### src/rtl/fft_channel_arbiter_pkg.sv
// Shared types for the two-channel fft frame arbiter.
package fft_arb_pkg;

    localparam int NUM_CH = 2;

    typedef enum logic [0:0] {
        IDLE   = 1'b0,
        STREAM = 1'b1
    } state_t;

    typedef logic [0:0] chan_t;

    // Both requesting -> round-robin pointer decides; otherwise the sole requester wins.
    function automatic chan_t rr_pick(input logic req0, input logic req1, input chan_t rr_ptr);
        chan_t pick;
        if (req0 && req1) begin
            pick = rr_ptr;
        end else if (req1) begin
            pick = 1'b1;
        end else begin
            pick = 1'b0;
        end
        return pick;
    endfunction

endpackage

### src/rtl/fft_channel_arbiter_if.sv
// Valid/ready sample stream used on every arbiter data port.
interface Axis_If #(
    parameter int DWIDTH = 24
);
    logic              valid;
    logic              ready;
    logic [DWIDTH-1:0] data;

    modport master (output valid, output data, input ready);
    modport slave  (input valid, input data, output ready);
endinterface

### src/rtl/fft_channel_arbiter_frame_counter.sv
// Beat counter for one fft frame: clear on grant, advance on each accepted beat.
module fft_frame_counter #(
    parameter  int FRAME_LEN = 1024,
    localparam int CW        = $clog2(FRAME_LEN)
) (
    input  logic          clk,
    input  logic          reset,
    input  logic          clear,
    input  logic          enable,
    output logic [CW-1:0] count,
    output logic          last
);

    localparam logic [CW-1:0] LAST_IDX = CW'(FRAME_LEN - 1);

    logic [CW-1:0] count_q;
    logic [CW-1:0] count_d;

    // The final beat returns to zero so the count never runs past FRAME_LEN-1.
    always_comb begin
        count_d = count_q;
        if (clear) begin
            count_d = '0;
        end else if (enable) begin
            count_d = last ? '0 : count_q + CW'(1);
        end
    end

    always_ff @(posedge clk or posedge reset) begin
        if (reset) begin
            count_q <= '0;
        end else begin
            count_q <= count_d;
        end
    end

    assign count = count_q;
    assign last  = (count_q == LAST_IDX);

endmodule

### src/rtl/fft_channel_arbiter.sv
// Frame-granular round-robin arbiter sharing one fft core between two sample streams.
// Define FFT_ARB_STATS_EN to add the per-channel completed-frame counters frames0/frames1.
module fft_channel_arbiter
    import fft_arb_pkg::*;
#(
    parameter int DWIDTH     = 24,
    parameter int FRAME_LEN  = 1024,
    parameter int STAT_WIDTH = 32
) (
    input  logic    clk,
    input  logic    reset,
    Axis_If.slave   din0,
    Axis_If.slave   din1,
    Axis_If.master  dout,
    output logic    chan,
    output logic    sof,
    output logic    frame_done,
    output logic    busy
`ifdef FFT_ARB_STATS_EN
    ,
    output logic [STAT_WIDTH-1:0] frames0,
    output logic [STAT_WIDTH-1:0] frames1
`endif
);

    localparam int CW = $clog2(FRAME_LEN);

    if (FRAME_LEN < 2 || STAT_WIDTH < 1) begin : g_param_check
        $error("fft_channel_arbiter: FRAME_LEN must be >= 2 and STAT_WIDTH >= 1");
    end

    state_t            state_q, state_d;
    chan_t             chan_q, chan_d;
    chan_t             rr_ptr_q, rr_ptr_d;
    logic              frame_done_q, frame_done_d;
    logic              cnt_clear;
    logic              cnt_last;
    logic [CW-1:0]     count;
    logic              beat;
    logic              frame_end;
    logic              out_valid;
    logic              ready0;
    logic              ready1;
    logic              sel_valid;
    logic [DWIDTH-1:0] sel_data;

    assign sel_valid = (chan_q == 1'b1) ? din1.valid : din0.valid;
    assign sel_data  = (chan_q == 1'b1) ? din1.data  : din0.data;
    assign frame_end = beat && cnt_last;

    // IDLE spends exactly one cycle arbitrating; STREAM is a zero-latency pass-through
    // of the granted channel until its frame's last beat is accepted.
    always_comb begin
        state_d      = state_q;
        chan_d       = chan_q;
        rr_ptr_d     = rr_ptr_q;
        frame_done_d = 1'b0;
        cnt_clear    = 1'b0;
        out_valid    = 1'b0;
        ready0       = 1'b0;
        ready1       = 1'b0;
        beat         = 1'b0;
        case (state_q)
            IDLE: begin
                if (din0.valid || din1.valid) begin
                    chan_d    = rr_pick(din0.valid, din1.valid, rr_ptr_q);
                    cnt_clear = 1'b1;
                    state_d   = STREAM;
                end
            end
            STREAM: begin
                out_valid = sel_valid;
                ready0    = (chan_q == 1'b0) && dout.ready;
                ready1    = (chan_q == 1'b1) && dout.ready;
                beat      = sel_valid && dout.ready;
                if (frame_end) begin
                    state_d      = IDLE;
                    rr_ptr_d     = ~chan_q;
                    frame_done_d = 1'b1;
                end
            end
            default: begin
                state_d = IDLE;
            end
        endcase
    end

    always_ff @(posedge clk or posedge reset) begin
        if (reset) begin
            state_q      <= IDLE;
            chan_q       <= 1'b0;
            rr_ptr_q     <= 1'b0;
            frame_done_q <= 1'b0;
        end else begin
            state_q      <= state_d;
            chan_q       <= chan_d;
            rr_ptr_q     <= rr_ptr_d;
            frame_done_q <= frame_done_d;
        end
    end

    fft_frame_counter #(
        .FRAME_LEN (FRAME_LEN)
    ) u_frame_counter (
        .clk    (clk),
        .reset  (reset),
        .clear  (cnt_clear),
        .enable (beat),
        .count  (count),
        .last   (cnt_last)
    );

`ifdef FFT_ARB_STATS_EN
    logic [STAT_WIDTH-1:0] frames0_q, frames0_d;
    logic [STAT_WIDTH-1:0] frames1_q, frames1_d;

    // Counters wrap naturally at 2**STAT_WIDTH.
    always_comb begin
        frames0_d = frames0_q;
        frames1_d = frames1_q;
        if (frame_end) begin
            if (chan_q == 1'b0) begin
                frames0_d = frames0_q + STAT_WIDTH'(1);
            end else begin
                frames1_d = frames1_q + STAT_WIDTH'(1);
            end
        end
    end

    always_ff @(posedge clk or posedge reset) begin
        if (reset) begin
            frames0_q <= '0;
            frames1_q <= '0;
        end else begin
            frames0_q <= frames0_d;
            frames1_q <= frames1_d;
        end
    end

    assign frames0 = frames0_q;
    assign frames1 = frames1_q;
`endif

    assign din0.ready = ready0;
    assign din1.ready = ready1;
    assign dout.valid = out_valid;
    assign dout.data  = sel_data;
    assign chan       = chan_q;
    assign sof        = (count == '0) && out_valid;
    assign frame_done = frame_done_q;
    assign busy       = (state_q == STREAM);

endmodule

### src/flat_wrapper.sv
// flat-port wrapper written by rule: the top's interface ports become plain ports
module fft_channel_arbiter_flat import fft_arb_pkg::*;
#(
    parameter int DWIDTH     = 24,
    parameter int FRAME_LEN  = 1024,
    parameter int STAT_WIDTH = 32
)
  (clk, reset, chan, sof, frame_done, busy, din0_valid, din0_data, din0_ready, din1_valid, din1_data, din1_ready, dout_valid, dout_data, dout_ready);
  Axis_If #(.DWIDTH(DWIDTH)) din0_i ();
  Axis_If #(.DWIDTH(DWIDTH)) din1_i ();
  Axis_If #(.DWIDTH(DWIDTH)) dout_i ();
  input  logic clk;
  input  logic reset;
  output logic chan;
  output logic sof;
  output logic frame_done;
  output logic busy;
  input wire logic [$bits(din0_i.valid)-1:0] din0_valid;
  input wire logic [$bits(din0_i.data)-1:0] din0_data;
  output wire logic [$bits(din0_i.ready)-1:0] din0_ready;
  input wire logic [$bits(din1_i.valid)-1:0] din1_valid;
  input wire logic [$bits(din1_i.data)-1:0] din1_data;
  output wire logic [$bits(din1_i.ready)-1:0] din1_ready;
  output wire logic [$bits(dout_i.valid)-1:0] dout_valid;
  output wire logic [$bits(dout_i.data)-1:0] dout_data;
  input wire logic [$bits(dout_i.ready)-1:0] dout_ready;
  assign din0_i.valid = din0_valid;
  assign din0_i.data = din0_data;
  assign din0_ready = din0_i.ready;
  assign din1_i.valid = din1_valid;
  assign din1_i.data = din1_data;
  assign din1_ready = din1_i.ready;
  assign dout_valid = dout_i.valid;
  assign dout_data = dout_i.data;
  assign dout_i.ready = dout_ready;
  fft_channel_arbiter #(.DWIDTH(DWIDTH), .FRAME_LEN(FRAME_LEN), .STAT_WIDTH(STAT_WIDTH)) u_core (.clk(clk), .reset(reset), .din0(din0_i), .din1(din1_i), .dout(dout_i), .chan(chan), .sof(sof), .frame_done(frame_done), .busy(busy));
endmodule
### config.mk
export PLATFORM = sky130hd
export DESIGN_NAME = fft_channel_arbiter_flat
export DESIGN_NICKNAME = d
export VERILOG_FILES = /design/src/rtl/fft_channel_arbiter_pkg.sv /design/src/rtl/fft_channel_arbiter_if.sv /design/src/rtl/fft_channel_arbiter_frame_counter.sv /design/src/rtl/fft_channel_arbiter.sv /design/src/flat_wrapper.sv
export SDC_FILE = /design/constraint.sdc
export NUM_CORES = 1
export LEC_CHECK = 0
export CORE_MARGIN = 1.5
export CORE_UTILIZATION = 33
export DETAILED_ROUTE_END_ITERATION = 10
export HOLD_SLACK_MARGIN = 0.02
export PLACE_DENSITY = 0.85
export SETUP_SLACK_MARGIN = 0.3
export SLEW_MARGIN = 20
export SYNTH_ARGS = -nofsm -noshare
export SYNTH_HDL_FRONTEND = slang
export SYNTH_HIERARCHICAL = 1
export SYNTH_SLANG_ARGS = --single-unit
### constraint.sdc
create_clock -name clk -period 2.4 [get_ports clk]
set_input_delay 0.6 -clock clk [delete_from_list [all_inputs] [get_ports clk]]
set_output_delay 0.6 -clock clk [all_outputs]
set_load 0.01 [all_outputs]
==> flow_summary.json <==
{
  "gp_congestion": 0.874,
  "combinationalPowerShare": 0.326,
  "dp.cells": 246,
  "crit_path_start_kind": "flop",
  "drive_gt1_frac": 0.388,
  "lay_top_count": "clkdlybuf4s50_1",
  "period_needed_ps": 2210,
  "p_sw_frac": 0.296,
  "syn2layout_area_growth_pct": 86.0,
  "flop_cell": "dfrtp_1",
  "most-common-layout-cells": "clkdlybuf4s50_1, mux2_2, clkbuf_2, buf_4, dfrtp_1",
  "worstPathCellList": "or4_4 -> nor3_2 -> and3_1 -> buf_2",
  "grt_util_met2": 0.418,
  "post-route-period-util": 0.921,
  "status": "completed",
  "clk_pin_slew_ps": 80,
  "critical_path_class": "reg2out",
  "clockBufferDepth": 2,
  "syn_area_um2": 1060,
  "wl_met3_um": 344,
  "max_clock_freq_mhz": 453,
  "hp-class": "in2async",
  "clkLatencyLatePin_ps": 280,
  "cts_setup_buffers": 2,
  "synth_top_area_share": 0.331,
  "drtIter0Drc": 32,
  "pin_count": 84,
  "die_y_um": 59.7,
  "syn_area_per_cell_um2": 9.63,
  "route.detailed.drc": 0,
  "pre_cts_slack_ps": -245,
  "power_density_nw_per_um2": 373,
  "setup_violations": 0,
  "hold_viol": 0,
  "grt_pass1_vias": 1253,
  "async_reset_ff_frac": 1.00,
  "antenna_found_initial": 0,
  "die_w_um": 59.7,
  "crit_path_top_delay_cell": "or4_4",
  "r2r_end": "u_core/u_frame_counter/count[9]",
  "final_antenna_net_count": 0,
  "edf_count": 0,
  "numClockSinks": 14,
  "yosysUniqueCellTypes": 31,
  "power-top-group": "registers",
  "cts_tree": "yes",
  "relSlewSlack": 0.742,
  "largest_area_cell": "dfrtp_1",
  "worst_pin_slew_ps": 387,
  "final_cells": 253,
  "finalWorstSetupSlack_ps": 190,
  "worst_clock_skew_ps": 7.29,
  "gr-total-overflow": 0,
  "wl_met1_mm": 1.50,
  "leakage_nw": 0.899,
  "met3_usage": 0.0563,
  "grt_pass1_wl_mm": 5.87,
  "powerClk_mw": 0.164,
  "first_pass_iters": 4,
  "n_antenna_cell": 0,
  "wl_met2_mm": 2.04,
  "switching_power_mw": 0.217,
  "critPathMaxFanout": 2,
  "top_layer": "met4",
  "cts_resized": 84,
  "final_net_count": 264,
  "routed_via_density": 4.92,
  "ys_chip_area_um2": 1060,
  "max_cap_viol_count": 0,
  "cp.depth": 4,
  "cp.arrival_ps": 1610
}
==> cells by family after synthesis <==
| logic type | synth area share |
|---|---|
| simple gates | 0.214 |
| fa+ha+maj | 0.0118 |
| xor+xnor | 0.0496 |
| flops | 0.331 |
| compound gates | 0.0791 |
| mux | 0.264 |
| buf+inv | 0.0508 |
==> metrics by stage <==
step	instance area (um2)	utilization	power (mW)
global route	1970	0.645	0.778
CTS	2070	0.677	0.746
finish	1970	0.645	0.734
global placement	2010	0.659	0.578
floorplan	1060	-	0.421
detailed placement	2010	0.659	0.590
==> area by class of cell <==
type                            count  area, um2
Multi-Input combinational cell     87        673
Tap cell                           44       55.1
Clock buffer                        4       36.3
Fill cell                         261       1080
Inverter                            4       15.0
Timing Repair Buffer              100        840
Sequential cell                    14        352
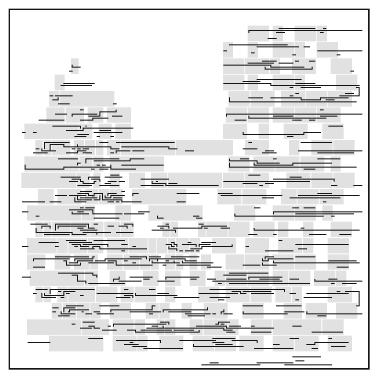
*Met1 routing*
Scale: 6 px per um. Cells faint in the background.
nets with wire on the layer	236
share of all routed wire	38%
wire length on this layer	1500 um
main direction	horizontal
longest straight run	22.5 um

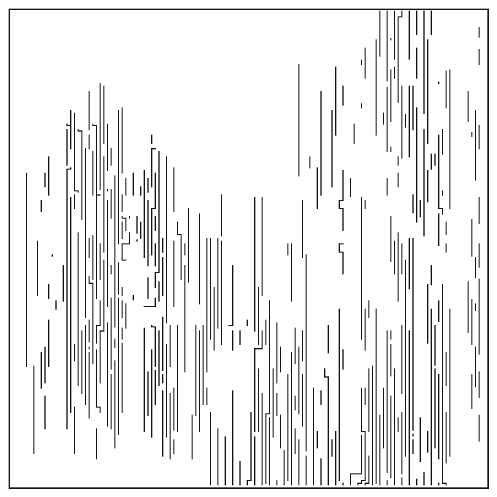
*M2 wires*
Scale: 8 px per um.
wire length on this layer	2040 um
nets with wire on the layer	238
longest straight run	32.5 um

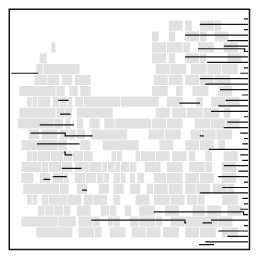
*Metal 3*
Scale: 4 px per um. Cells faint in the background.
longest straight run	23.2 um
main direction	horizontal
nets with wire on the layer	55
wire length on this layer	344 um

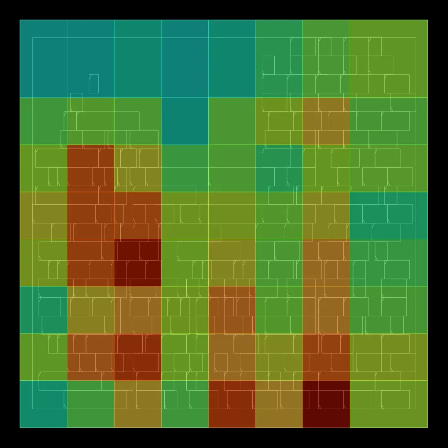
*Routing congestion map*
GRT Util Overall: 0.219
GR met1 Demand/Resource: 0.230
utilization after layout: 0.645

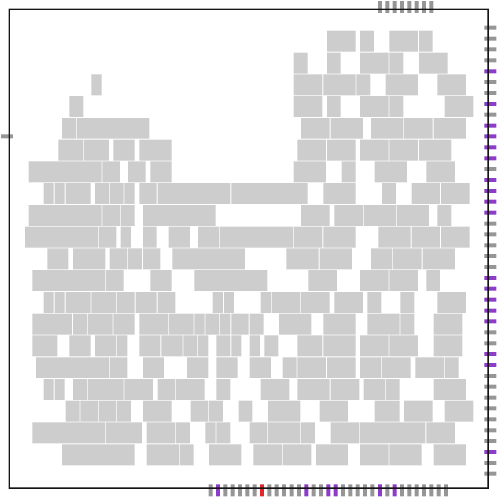
*Pin map*
Scale: 8 px per um. Pins as bars across the die edge, other pins in gray.
port	color	pins	direction	edge
din1_ready	red	1	output	bottom
din0_data	purple	24	input	18 right, 6 bottom
all pins by edge	42 right, 33 bottom, 8 top, 1 left

Power figures rest on the tool's default switching activity, not on a simulated workload.
